Figure 1. Zoomed window.
Region (88, 135) to (138, 185) um. Cells in grey, sequential cells in the stronger grey; small squares are vias.
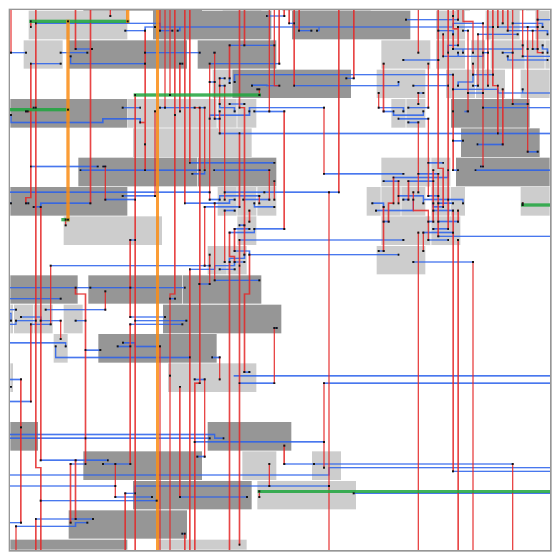
Figure 2. Cell placement.
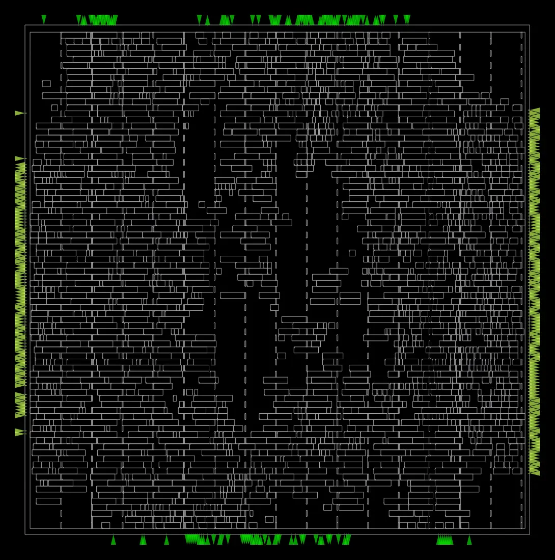
Figure 3. Wire density map.
Scale: 1.5 px per um. 23 x 23 tiles, from dark purple (low) to yellow (high), scaled to the fullest tile. Values are wire area over tile area, all layers added.
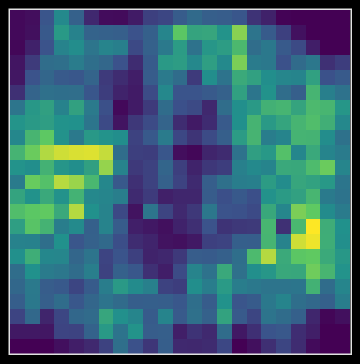
Figure 4. Floorplan with the power grid.
Scale: 2 px per um. Pins as bars on the die edge.
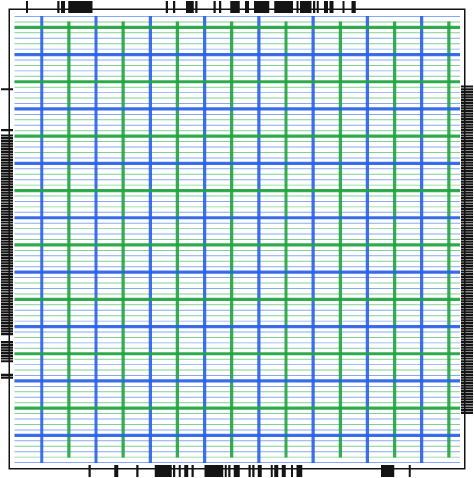
--- config.mk ---
export PLATFORM = sky130hd
export DESIGN_NAME = dds_profile_scheduler
export DESIGN_NICKNAME = d
export VERILOG_FILES = /design/src/rtl/dds_profile_scheduler.sv
export SDC_FILE = /design/constraint.sdc
export NUM_CORES = 1
export LEC_CHECK = 0
export ABC_CLOCK_PERIOD_IN_PS = 9800
export CELL_PAD_IN_SITES_DETAIL_PLACEMENT = 0
export CELL_PAD_IN_SITES_GLOBAL_PLACEMENT = 1
export CORE_AREA = 2 2 225 227
export DETAILED_ROUTE_END_ITERATION = 16
export DIE_AREA = 0 0 227 229
export GPL_ROUTABILITY_DRIVEN = 0
export PLACE_DENSITY = 0.95
export SLEW_MARGIN = 0
export SYNTH_ARGS = -nofsm -noshare
export SYNTH_HDL_FRONTEND = slang
export SYNTH_SLANG_ARGS = --single-unit
--- constraint.sdc ---
create_clock -name clk -period 9.8 [get_ports clk]
set_input_delay 1.47 -clock clk [delete_from_list [all_inputs] [get_ports clk]]
set_output_delay 1.47 -clock clk [all_outputs]
set_load 0.02 [all_outputs]
--- src/rtl/dds_profile_scheduler.sv ---
// rtl/dds_profile_scheduler.sv - timed profile queue and timestamp source for the DDS phase-accumulator MAC
module dds_profile_scheduler #(
  parameter int FIFO_DEPTH = 4
) (
  input  logic                            clk,
  input  logic                            reset,
  input  logic                            s_valid,
  output logic                            s_ready,
  input  logic [47:0]                     s_start_time,
  input  logic [47:0]                     s_freq,
  input  logic [13:0]                     s_phase,
  input  logic                            s_phase_rst,
  input  logic                            ts_set,
  input  logic [47:0]                     ts_set_value,
  input  logic                            late_clear,
  output logic [47:0]                     time_offset,
  output logic [47:0]                     freq,
  output logic [13:0]                     phase,
  output logic [47:0]                     timestamp,
  output logic                            profile_applied,
  output logic                            late_error,
  output logic [$clog2(FIFO_DEPTH):0]     fifo_count
);

  localparam int AW = $clog2(FIFO_DEPTH);
  localparam int CW = AW + 1;

  logic [47:0]   q_start [FIFO_DEPTH];
  logic [47:0]   q_freq  [FIFO_DEPTH];
  logic [13:0]   q_phase [FIFO_DEPTH];
  logic          q_rst   [FIFO_DEPTH];

  logic [AW-1:0] wr_ptr;
  logic [AW-1:0] rd_ptr;

  logic [47:0]   ts_next;
  logic          push;
  logic          head_valid;
  logic [47:0]   head_start;
  logic          apply;
  logic          apply_late;

  // The dispatch compare uses the value the counter takes on this edge, so a
  // ts_set jump is honoured immediately and on-time profiles land exactly on
  // the cycle whose visible timestamp equals their start time.
  assign ts_next    = ts_set ? ts_set_value : timestamp + 48'd1;

  // Ready is derived from the registered count only: a pop in the same cycle
  // does not free a slot, which keeps ready off the dispatch compare path.
  assign s_ready    = !reset && (fifo_count < CW'(FIFO_DEPTH));
  assign push       = s_valid && s_ready;

  // Head eligibility uses the registered count, so an entry written on this
  // edge cannot be dispatched until the next one.
  assign head_valid = (fifo_count != '0);
  assign head_start = q_start[rd_ptr];
  assign apply      = head_valid && (head_start <= ts_next);
  assign apply_late = apply && (head_start < ts_next);

  // Profile storage; contents are don't-care outside the count window.
  always_ff @(posedge clk) begin
    if (push) begin
      q_start[wr_ptr] <= s_start_time;
      q_freq[wr_ptr]  <= s_freq;
      q_phase[wr_ptr] <= s_phase;
      q_rst[wr_ptr]   <= s_phase_rst;
    end
  end

  // Counter, queue pointers and the MAC parameter tuple, all updated on one edge.
  always_ff @(posedge clk) begin
    if (reset) begin
      timestamp       <= '0;
      time_offset     <= '0;
      freq            <= '0;
      phase           <= '0;
      profile_applied <= 1'b0;
      late_error      <= 1'b0;
      fifo_count      <= '0;
      wr_ptr          <= '0;
      rd_ptr          <= '0;
    end else begin
      timestamp       <= ts_next;
      profile_applied <= apply;
      fifo_count      <= fifo_count + CW'(push) - CW'(apply);
      if (push) begin
        wr_ptr <= wr_ptr + AW'(1);
      end
      if (apply) begin
        rd_ptr <= rd_ptr + AW'(1);
        freq   <= q_freq[rd_ptr];
        phase  <= q_phase[rd_ptr];
        if (q_rst[rd_ptr]) begin
          time_offset <= head_start;
        end
      end
      if (apply_late) begin
        late_error <= 1'b1;
      end else if (late_clear) begin
        late_error <= 1'b0;
      end
    end
  end

endmodule

==> flow_summary_export.csv <==
group,metric,value,unit
status,result_of_the_run,"completed",
synth,yosys_most_used_dff,"sky130_fd_sc_hd__edfxtp_1",
synth,synth.mux.area_fraction,11.4,%
cts,post_cts_hold_buffer_count,0,
global_routing,grt_max_degree,90,
synth,synthesis.nets,1791,
power_and_ir_drop,power-per-cell-area,264,mW/mm2
power_and_ir_drop,seq_power_share,41.5,%
worst_setup_path,max_stage_delay,0.59,ns
synth,post_synth_num_cell_types,51,
job,stage_log_warnings,29,
worst_hold_path,hold-path-cell-count,2,
synth,synthesis.instances,1571,
final_layout,num-nets-final,2105,
sta,final_min_period_over_clock_period,65.7,%
synth,synth_warnings,0,
die,num_io_pins,328,
power_and_ir_drop,share_clk_of_total_power,31.2,%
power_and_ir_drop,irDropWorstVdd,0.000175,V
worst_setup_path,worst-r2r-cell-count,21,
job,max-cap-violations,0,
sta,post-route-min-period,6.44,ns
sta,rsz_0062_raised_after_global_routing,"false",
worst_setup_path,crit_path_max_fanout,53,
global_routing,first_global_vias,15100,
synth,yosys-top-cells-area,"sky130_fd_sc_hd__edfxtp_1 55%, sky130_fd_sc_hd__dfxtp_1 14%, sky130_fd_sc_hd__mux4_2 10%, sky130_fd_sc_hd__a21oi_1 3.0%, sky130_fd_sc_hd__ha_1 2.9%",
worst_setup_path,critPathArrivalTime,6.91,ns
power_and_ir_drop,sw_share,30.8,%
worst_hold_path,hold_path_origin,"freq[1]$_SDFFE_PP0P_",
final_layout,layout-area-overhead-vs-synth,24.9,%
worst_setup_path,critical-path-slowest-cell,"sky130_fd_sc_hd__and4_1",
worst_setup_path,crit_end_element,"register",
sta,setup_ws,3.36,ns
synth,post_synth.cell_area_avg,15.3,um2
cts,tritoncts,"built",
detailed_routing,via_count,14800,
synth,ys_ff,613,
sta,timing_worst_slew_pin_value,1.07,ns
power_and_ir_drop,intPower,0.00550,W
synth,synth.cell_area,0.0241,mm2
sta,max_clock_freq,155,MHz
global_routing,grt_antenna_before_repair,10,
synth,top_cell_area_share,55.4,%
synth,synth.yosys.num_cells,1571,
cts,clock_sinks,613,
cts,cts_buffers,61,
worst_setup_path,crit_path_frequent_cell,"sky130_fd_sc_hd__ha_1",
worst_setup_path,cp-start-kind,"register",
global_routing,grt_use_total,23.0,%
power_and_ir_drop,share_of_total_power_in_combinational_logic,27.3,%
place,buffer_ports.inserted,327,
place,place_ws,2.68,ns
die,chip_area,0.0520,mm2
Back to the opening pictures, Figure 1:
Red stands for met2. Blue stands for met1. Green stands for met3. Orange stands for met4.
Most frequent: edfxtp_1 (13). Sequential cells in the window: 21. 67 logic cells have their middle in the window. Netlist names of flops here include `q_start` (13), `time_offset` (3), `timestamp` (2).

Back to the opening pictures, Figure 2:
sequential fraction of total cell area: 55.6%
Layout Utilization: 60.6%
area inside the core boundary: 0.0497 mm2

Back to the opening pictures, Figure 3:
4.0% of the tiles are nearly empty. The fullest tile reaches 0.54. The emptiest ninth of the die: centre. The densest ninth of the die: west. 25% of the tiles are over half the peak.

Back to the opening pictures, Figure 4:
Green stands for VDD. Blue stands for VSS.
16 straps on met4. The core has 82 rows. 16 straps on met5. 328 signal pins sit on the boundary.

cell families after synthesis:
logic type,after synthesis
buffers and inverters,110
adders and majority gates,56
xor gates and xnor gates,47
DFF,613
AOI/OAI and AO/OA,235
muxes,136
and+or+nand+nor,374
layout make-up:
cell class | count | share of cell area, %
Inverter | 20 | 0.258
Multi-Input combinational cell | 848 | 22.9
Antenna cell | 2 | 0.0166
Clock buffer | 90 | 5.91
Sequential cell | 613 | 55.6
Timing Repair Buffer | 341 | 11.2
Tap cell | 672 | 2.80
Clock inverter | 26 | 1.31
routing by layer:
metal,share of wire [%],global-route usage [%],vias to the layer above,wire length (um)
met2,48,37.5,660,28800
li1,-,-,6639,-
met4,2.9,7.41,16,1740
met3,9.5,6.56,133,5730
met5,0.19,0,-,113
met1,39,29.9,7333,23700
power by group through the flow:
| stage | logic, W | clock network [W] | registers [W] |
|---|---|---|---|
| 3_5_place_dp | 0.00218 | 0 | 0.00335 |
| 5_1_grt | 0.00234 | 0.00261 | 0.00333 |
| 3_3_place_gp | 0.00214 | 0 | 0.00334 |
| 6_report | 0.00217 | 0.00248 | 0.00330 |
| 2_1_floorplan | 0.00128 | 0 | 0.00341 |
| 4_1_cts | 0.00220 | 0.00252 | 0.00330 |
through the flow:
step / hold slack, ns / std cells / util [%] / power, W
2_1_floorplan: 0.506 / 1571 / - / 0.00469
3_3_place_gp: 0.440 / 2494 / 56.2 / 0.00548
3_5_place_dp: 0.443 / 2494 / 56.2 / 0.00553
4_1_cts: 0.452 / 2610 / 60.6 / 0.00802
5_1_grt: 0.473 / 2610 / 60.6 / 0.00829
6_report: 0.448 / 2612 / 60.6 / 0.00794
worst min-delay path, delay by kind of cell (launching register included):
kind,cells,cell delay [ns]
AOI/OAI and AO/OA,1,0.05
and+or+nand+nor,1,0.05
DFF,1,0.31
Power and IR drop assume default switching activity.
